$ cat config.mk
export PLATFORM = sky130hd
export DESIGN_NAME = pwr_seq_fsm_flat
export DESIGN_NICKNAME = d
export VERILOG_FILES = /design/src/rtl/pwr_seq_fsm_if.sv /design/src/rtl/pwr_seq_fsm.sv /design/src/flat_wrapper.sv
export SDC_FILE = /design/constraint.sdc
export NUM_CORES = 1
export LEC_CHECK = 0
export ABC_AREA = 1
export CELL_PAD_IN_SITES_DETAIL_PLACEMENT = 0
export CELL_PAD_IN_SITES_GLOBAL_PLACEMENT = 1
export CORE_MARGIN = 4
export CORE_UTILIZATION = 40
export DETAILED_ROUTE_END_ITERATION = 7
export MAX_ROUTING_LAYER = met4
export PLACE_DENSITY = 0.88
export SYNTH_ARGS = -nofsm -noshare
export SYNTH_HDL_FRONTEND = slang
export SYNTH_SLANG_ARGS = --single-unit
$ cat constraint.sdc
create_clock -name i_aon_clk -period 2.6 [get_ports i_aon_clk]
set_input_delay 0.65 -clock i_aon_clk [delete_from_list [all_inputs] [get_ports i_aon_clk]]
set_output_delay 0.65 -clock i_aon_clk [all_outputs]
set_load 0.005 [all_outputs]
$ cat src/rtl/pwr_seq_fsm_if.sv
// ============================================================================
// Module : pwr_seq_fsm_if
// Brief  : Handshake and control bundle between the power sequencer and its peers
// Rev    : 1.0  initial release
// ============================================================================
`default_nettype none

interface pwr_seq_fsm_if;
    logic       i_sleep_req;
    logic       i_wake_req;
    logic       i_dom_idle_ack;
    logic       i_pwr_good;
    logic [3:0] i_pwr_off_seq_delay;
    logic [3:0] i_pwr_on_seq_delay;
    logic       i_err_clr;
    logic       o_dom_idle_req;
    logic       o_pwr_sw_en;
    logic       o_iso;
    logic       o_ret;
    logic       o_rstn;
    logic       o_clk_en;
    logic       o_hw_sleep_ack;
    logic       o_pwr_on_ack;
    logic [2:0] o_state;
    logic       o_timeout_err;

    // Requester side: drives the requests and handshake responses
    modport master (
        output i_sleep_req, i_wake_req, i_dom_idle_ack, i_pwr_good,
               i_pwr_off_seq_delay, i_pwr_on_seq_delay, i_err_clr,
        input  o_dom_idle_req, o_pwr_sw_en, o_iso, o_ret, o_rstn, o_clk_en,
               o_hw_sleep_ack, o_pwr_on_ack, o_state, o_timeout_err
    );

    // Sequencer side
    modport slave (
        input  i_sleep_req, i_wake_req, i_dom_idle_ack, i_pwr_good,
               i_pwr_off_seq_delay, i_pwr_on_seq_delay, i_err_clr,
        output o_dom_idle_req, o_pwr_sw_en, o_iso, o_ret, o_rstn, o_clk_en,
               o_hw_sleep_ack, o_pwr_on_ack, o_state, o_timeout_err
    );
endinterface

`default_nettype wire

$ cat src/rtl/pwr_seq_fsm.sv
// ============================================================================
// Module : pwr_seq_fsm
// Brief  : Always-on sleep/wake sequencer driving iso/ret/rstn/clk_en and acks
// Rev    : 1.0  initial release
// ============================================================================
`default_nettype none

module pwr_seq_fsm #(
    parameter int TO_W        = 8,
    parameter int ACK_TIMEOUT = 200
) (
    input  wire logic    i_aon_clk,
    input  wire logic    i_soc_pwr_on_rst_n,
    pwr_seq_fsm_if.slave bus
);

    typedef enum logic [2:0] {
        S_BOOT     = 3'd0,
        S_ACTIVE   = 3'd1,
        S_IDLE_REQ = 3'd2,
        S_PD_SEQ   = 3'd3,
        S_OFF      = 3'd4,
        S_PU_WAIT  = 3'd5,
        S_PU_SEQ   = 3'd6
    } state_t;

    localparam logic [TO_W-1:0] c_to_last = TO_W'(ACK_TIMEOUT - 1);
    localparam logic [TO_W-1:0] c_to_max  = '1;

    state_t          r_state,      w_state;
    logic [TO_W-1:0] r_to_cnt,     w_to_cnt;
    logic [5:0]      r_settle_cnt, w_settle_cnt;
    logic [5:0]      r_settle_end, w_settle_end;
    logic            r_idle_req,   w_idle_req;
    logic            r_sw_en,      w_sw_en;
    logic            r_iso,        w_iso;
    logic            r_ret,        w_ret;
    logic            r_rstn,       w_rstn;
    logic            r_clk_en,     w_clk_en;
    logic            r_sleep_ack,  w_sleep_ack;
    logic            r_on_ack,     w_on_ack;
    logic            r_err,        w_err;
    logic            w_err_set;

    // Last settle-count value for a sequence of max(1, 4*delay) cycles
    function automatic logic [5:0] settle_end(input logic [3:0] d);
        return (d == 4'd0) ? 6'd0 : ({d, 2'b00} - 6'd1);
    endfunction

    always_comb begin
        w_state      = r_state;
        w_to_cnt     = r_to_cnt;
        w_settle_cnt = r_settle_cnt;
        w_settle_end = r_settle_end;
        w_idle_req   = r_idle_req;
        w_sw_en      = r_sw_en;
        w_iso        = r_iso;
        w_ret        = r_ret;
        w_rstn       = r_rstn;
        w_clk_en     = r_clk_en;
        w_sleep_ack  = r_sleep_ack;
        w_on_ack     = r_on_ack;
        w_err_set    = 1'b0;

        case (r_state)
            S_BOOT: begin
                if (bus.i_pwr_good) begin
                    w_state      = S_PU_SEQ;
                    w_settle_cnt = 6'd0;
                    w_settle_end = settle_end(bus.i_pwr_on_seq_delay);
                    w_clk_en     = 1'b1;
                    w_iso        = 1'b0;
                    w_ret        = 1'b0;
                    w_rstn       = 1'b1;
                    w_on_ack     = 1'b1;
                    w_sleep_ack  = 1'b0;
                    w_idle_req   = 1'b0;
                end
            end
            S_ACTIVE: begin
                if (bus.i_sleep_req && !bus.i_wake_req) begin
                    w_state    = S_IDLE_REQ;
                    w_idle_req = 1'b1;
                    w_to_cnt   = '0;
                end
            end
            S_IDLE_REQ: begin
                if (bus.i_wake_req) begin
                    w_state    = S_ACTIVE;
                    w_idle_req = 1'b0;
                end else if (bus.i_dom_idle_ack) begin
                    w_state      = S_PD_SEQ;
                    w_settle_cnt = 6'd0;
                    w_settle_end = settle_end(bus.i_pwr_off_seq_delay);
                    w_clk_en     = 1'b0;
                    w_iso        = 1'b1;
                    w_ret        = 1'b1;
                    w_rstn       = 1'b0;
                    w_sleep_ack  = 1'b1;
                    w_on_ack     = 1'b0;
                end else if (r_to_cnt == c_to_last) begin
                    w_state    = S_ACTIVE;
                    w_idle_req = 1'b0;
                    w_err_set  = 1'b1;
                end else if (r_to_cnt != c_to_max) begin
                    w_to_cnt = r_to_cnt + 1'b1;
                end
            end
            S_PD_SEQ: begin
                // Switch is opened only after the downstream staggered delays elapse
                if (r_settle_cnt == r_settle_end) begin
                    w_state = S_OFF;
                    w_sw_en = 1'b0;
                end else begin
                    w_settle_cnt = r_settle_cnt + 6'd1;
                end
            end
            S_OFF: begin
                if (bus.i_wake_req) begin
                    w_state     = S_PU_WAIT;
                    w_sw_en     = 1'b1;
                    w_sleep_ack = 1'b0;
                    w_to_cnt    = '0;
                end
            end
            S_PU_WAIT: begin
                if (bus.i_pwr_good) begin
                    w_state      = S_PU_SEQ;
                    w_settle_cnt = 6'd0;
                    w_settle_end = settle_end(bus.i_pwr_on_seq_delay);
                    w_clk_en     = 1'b1;
                    w_iso        = 1'b0;
                    w_ret        = 1'b0;
                    w_rstn       = 1'b1;
                    w_on_ack     = 1'b1;
                    w_sleep_ack  = 1'b0;
                    w_idle_req   = 1'b0;
                end else if (r_to_cnt == c_to_last) begin
                    w_state     = S_OFF;
                    w_sw_en     = 1'b0;
                    w_sleep_ack = 1'b1;
                    w_err_set   = 1'b1;
                end else if (r_to_cnt != c_to_max) begin
                    w_to_cnt = r_to_cnt + 1'b1;
                end
            end
            S_PU_SEQ: begin
                if (r_settle_cnt == r_settle_end) begin
                    w_state = S_ACTIVE;
                end else begin
                    w_settle_cnt = r_settle_cnt + 6'd1;
                end
            end
            default: begin
                w_state = S_BOOT;
            end
        endcase

        w_err = w_err_set ? 1'b1 : (bus.i_err_clr ? 1'b0 : r_err);
    end

    always_ff @(posedge i_aon_clk or negedge i_soc_pwr_on_rst_n) begin
        if (!i_soc_pwr_on_rst_n) begin
            r_state      <= S_BOOT;
            r_to_cnt     <= '0;
            r_settle_cnt <= 6'd0;
            r_settle_end <= 6'd0;
            r_idle_req   <= 1'b0;
            r_sw_en      <= 1'b1;
            r_iso        <= 1'b0;
            r_ret        <= 1'b0;
            r_rstn       <= 1'b0;
            r_clk_en     <= 1'b1;
            r_sleep_ack  <= 1'b0;
            r_on_ack     <= 1'b0;
            r_err        <= 1'b0;
        end else begin
            r_state      <= w_state;
            r_to_cnt     <= w_to_cnt;
            r_settle_cnt <= w_settle_cnt;
            r_settle_end <= w_settle_end;
            r_idle_req   <= w_idle_req;
            r_sw_en      <= w_sw_en;
            r_iso        <= w_iso;
            r_ret        <= w_ret;
            r_rstn       <= w_rstn;
            r_clk_en     <= w_clk_en;
            r_sleep_ack  <= w_sleep_ack;
            r_on_ack     <= w_on_ack;
            r_err        <= w_err;
        end
    end

    assign bus.o_state        = r_state;
    assign bus.o_dom_idle_req = r_idle_req;
    assign bus.o_pwr_sw_en    = r_sw_en;
    assign bus.o_iso          = r_iso;
    assign bus.o_ret          = r_ret;
    assign bus.o_rstn         = r_rstn;
    assign bus.o_clk_en       = r_clk_en;
    assign bus.o_hw_sleep_ack = r_sleep_ack;
    assign bus.o_pwr_on_ack   = r_on_ack;
    assign bus.o_timeout_err  = r_err;

endmodule

`default_nettype wire
$ cat src/flat_wrapper.sv
// flat-port wrapper written by rule: the top's interface ports become plain ports
module pwr_seq_fsm_flat 
#(
    parameter int TO_W        = 8,
    parameter int ACK_TIMEOUT = 200
)
  (i_aon_clk, i_soc_pwr_on_rst_n, bus_i_sleep_req, bus_i_wake_req, bus_i_dom_idle_ack, bus_i_pwr_good, bus_i_pwr_off_seq_delay, bus_i_pwr_on_seq_delay, bus_i_err_clr, bus_o_dom_idle_req, bus_o_pwr_sw_en, bus_o_iso, bus_o_ret, bus_o_rstn, bus_o_clk_en, bus_o_hw_sleep_ack, bus_o_pwr_on_ack, bus_o_state, bus_o_timeout_err);
  pwr_seq_fsm_if bus_i ();
  input  wire logic i_aon_clk;
  input  wire logic i_soc_pwr_on_rst_n;
  input wire logic [$bits(bus_i.i_sleep_req)-1:0] bus_i_sleep_req;
  input wire logic [$bits(bus_i.i_wake_req)-1:0] bus_i_wake_req;
  input wire logic [$bits(bus_i.i_dom_idle_ack)-1:0] bus_i_dom_idle_ack;
  input wire logic [$bits(bus_i.i_pwr_good)-1:0] bus_i_pwr_good;
  input wire logic [$bits(bus_i.i_pwr_off_seq_delay)-1:0] bus_i_pwr_off_seq_delay;
  input wire logic [$bits(bus_i.i_pwr_on_seq_delay)-1:0] bus_i_pwr_on_seq_delay;
  input wire logic [$bits(bus_i.i_err_clr)-1:0] bus_i_err_clr;
  output wire logic [$bits(bus_i.o_dom_idle_req)-1:0] bus_o_dom_idle_req;
  output wire logic [$bits(bus_i.o_pwr_sw_en)-1:0] bus_o_pwr_sw_en;
  output wire logic [$bits(bus_i.o_iso)-1:0] bus_o_iso;
  output wire logic [$bits(bus_i.o_ret)-1:0] bus_o_ret;
  output wire logic [$bits(bus_i.o_rstn)-1:0] bus_o_rstn;
  output wire logic [$bits(bus_i.o_clk_en)-1:0] bus_o_clk_en;
  output wire logic [$bits(bus_i.o_hw_sleep_ack)-1:0] bus_o_hw_sleep_ack;
  output wire logic [$bits(bus_i.o_pwr_on_ack)-1:0] bus_o_pwr_on_ack;
  output wire logic [$bits(bus_i.o_state)-1:0] bus_o_state;
  output wire logic [$bits(bus_i.o_timeout_err)-1:0] bus_o_timeout_err;
  assign bus_i.i_sleep_req = bus_i_sleep_req;
  assign bus_i.i_wake_req = bus_i_wake_req;
  assign bus_i.i_dom_idle_ack = bus_i_dom_idle_ack;
  assign bus_i.i_pwr_good = bus_i_pwr_good;
  assign bus_i.i_pwr_off_seq_delay = bus_i_pwr_off_seq_delay;
  assign bus_i.i_pwr_on_seq_delay = bus_i_pwr_on_seq_delay;
  assign bus_i.i_err_clr = bus_i_err_clr;
  assign bus_o_dom_idle_req = bus_i.o_dom_idle_req;
  assign bus_o_pwr_sw_en = bus_i.o_pwr_sw_en;
  assign bus_o_iso = bus_i.o_iso;
  assign bus_o_ret = bus_i.o_ret;
  assign bus_o_rstn = bus_i.o_rstn;
  assign bus_o_clk_en = bus_i.o_clk_en;
  assign bus_o_hw_sleep_ack = bus_i.o_hw_sleep_ack;
  assign bus_o_pwr_on_ack = bus_i.o_pwr_on_ack;
  assign bus_o_state = bus_i.o_state;
  assign bus_o_timeout_err = bus_i.o_timeout_err;
  pwr_seq_fsm #(.TO_W(TO_W), .ACK_TIMEOUT(ACK_TIMEOUT)) u_core (.i_aon_clk(i_aon_clk), .i_soc_pwr_on_rst_n(i_soc_pwr_on_rst_n), .bus(bus_i));
endmodule
==> reports/results.ini <==
[final_timing]
worst_pin_slew_ns = 0.447
hold_violations = 0
slew_viol_final = 0
max_freq_mhz = 469
fin_crit_ns = 2.13
rsz0062_at_grt = false
setup_violations = 0

[route]
routed_wl_microns = 5000
drc_errors = 0
drt-initial-drc-count = 144
viasPerCell = 4.95
via_count = 2128

[layout]
reg_top3 = u_core.r_to_cnt (8), u_core.r_settle_cnt (6), u_core.r_settle_end (5)
top_register = u_core.r_to_cnt
largest_register_ffs = 8
final_nets = 376
finalInstanceArea_sq_um = 2530

[clock_network]
ctsHoldBuffers = 0
htreeDepth = 2
ctsResizeCount = 0
root_buffer = clkbuf_8
clk_path_buf_depth = 2
path_clk_slew_ns = 0.06
cts_setup_buffers = 0

[power_and_ir_drop]
p_leak_uw = 0.00134
clkPwrFrac_pct = 13.8
p_seq_uw = 740
power.density_nw_per_um2 = 1010
power.share.sequential_pct = 28.9
pg_comb_uw = 1470
combinationalPowerShare_pct = 57.3
clock_power_uw = 354

[yosys]
synth.cellmix.compoundShare_pct = 6.67
yosysWarnings = 0
yosys_cells = 329
logic_family = simple AND/OR/NAND/NOR gates
ys_area_sq_um = 2120
simple_gate_share_pct = 47.5
netlist.area_leader.share_pct = 31.9
yosys-top-cells-area = dfrtp_1 32%, nand2_1 23%, inv_1 6.2%
ys_seq_share_pct = 34.4
ys_async_sr_fraction_pct = 100
synth_flops = 29
synth_cell_type_count = 28
post_synth_instance_area_sq_um = 2120

[die]
core_sq_um = 5110
die.size.y_microns = 80.8
boundaryPins = 27
fp_util_pct = 41.5
rows = 26
die_w_microns = 80.8

[setup_path]
r2r_setup_slack_ns = 0.74
max_stage_delay_ns = 0.62
arrival_ns = 1.48
critical_path_depth = 1
timing.rr.end = u_core.r_to_cnt[5]
path_class = reg -> out
crit_buf_inv = 1
rr_worst_depth = 9
critical_path.cell_chain = clkdlybuf4s50_1
cp_max_fo = 10

[job]
cap_viol_max_count = 0
warnings = 26

[global_routing]
antenna_found_initial = 0
grt_pass1_wl_microns = 8450
grt.overflow.total = 0
grt_max_degree = 30

[hold_path]
hold_path_startpoint = u_core.bus.o_pwr_sw_en
min_path_cells = 2
hold_end = u_core.bus.o_pwr_sw_en

[status]
outcome = completed

[placement]
place_area_sq_um = 2440
gp_congestion = 0.881
io_buffer_count = 26
dpl.hpwl_microns = 3840

[metrics by stage]
stage	setup WS (ns)	hold WS [ns]	cells	power [uW]	utilization, %
after floorplan	1.07	0.354	329	1810	-
after global placement	0.395	0.453	422	2220	47.9
after detailed placement	0.412	0.457	422	2230	47.9
after CTS	0.455	0.467	430	2590	49.5
after global routing	0.416	0.480	430	2820	49.5
final	0.468	0.463	430	2560	49.5
[metal layers]
layer  wire length (microns)  track usage, %  vias up
li1                        -               -     1115
met3                     203            3.10        6
met5                       0               -        -
met1                    2440            22.6      960
met2                    2280            26.0       47
met4                      67            5.57        0
[area by class of cell]
cell class,instances,area (sq um)
Fill cell,544,2580
Inverter,41,154
Clock inverter,2,10.0
Sequential cell,29,728
Multi-Input combinational cell,254,1200
Timing Repair Buffer,28,275
Clock buffer,6,72.6
Tap cell,70,87.6
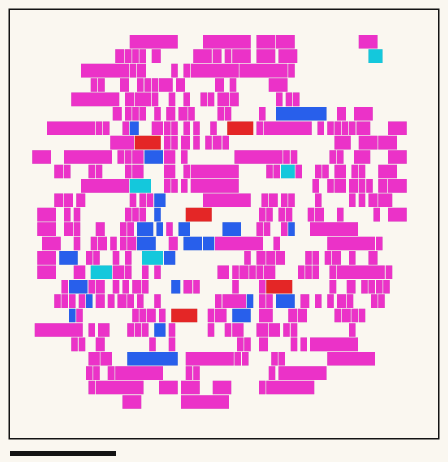
sizing.png
Bar = 20 microns.
- blue: x2 (cells 24; share 6.7%)
- red: x6 and larger (cells 5; share 1.4%)
- cyan: x3 and x4 (cells 5; share 1.4%)
- magenta: x1 and smaller (cells 326; share 91%)
Plain + repair buffers: 28
final worst slack: 0.468 ns

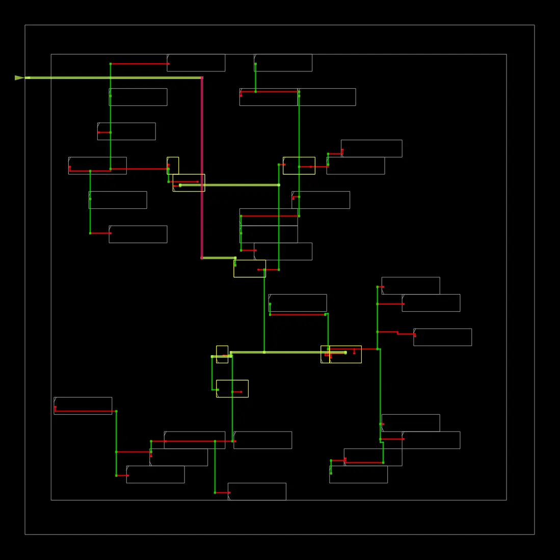
clock_nets.png
Late-Pin Clk Latency: 0.28 ns
TritonCTS Buffers: 5
Clock Skews: 0.00627 ns

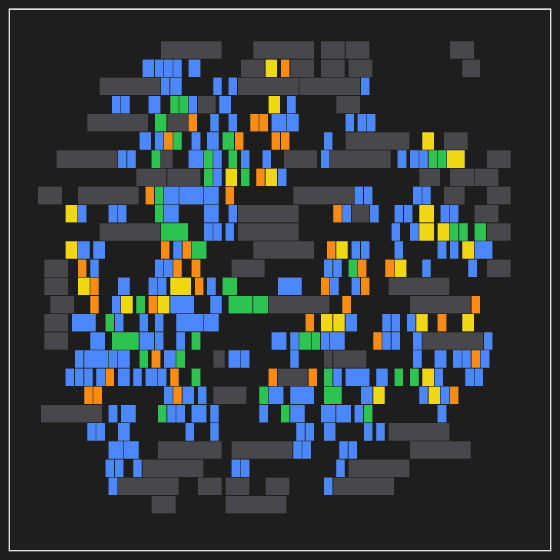
gates.png
- orange: inv cells (cells 41; most used inv_1)
- blue: nand cells (cells 183; most used nand2_1)
- green: nor cells (cells 40; most used nor2_1)
- yellow: aoi and oai cells (cells 25; most used o21ai_0)

Power is estimated from default activity; no workload was simulated.
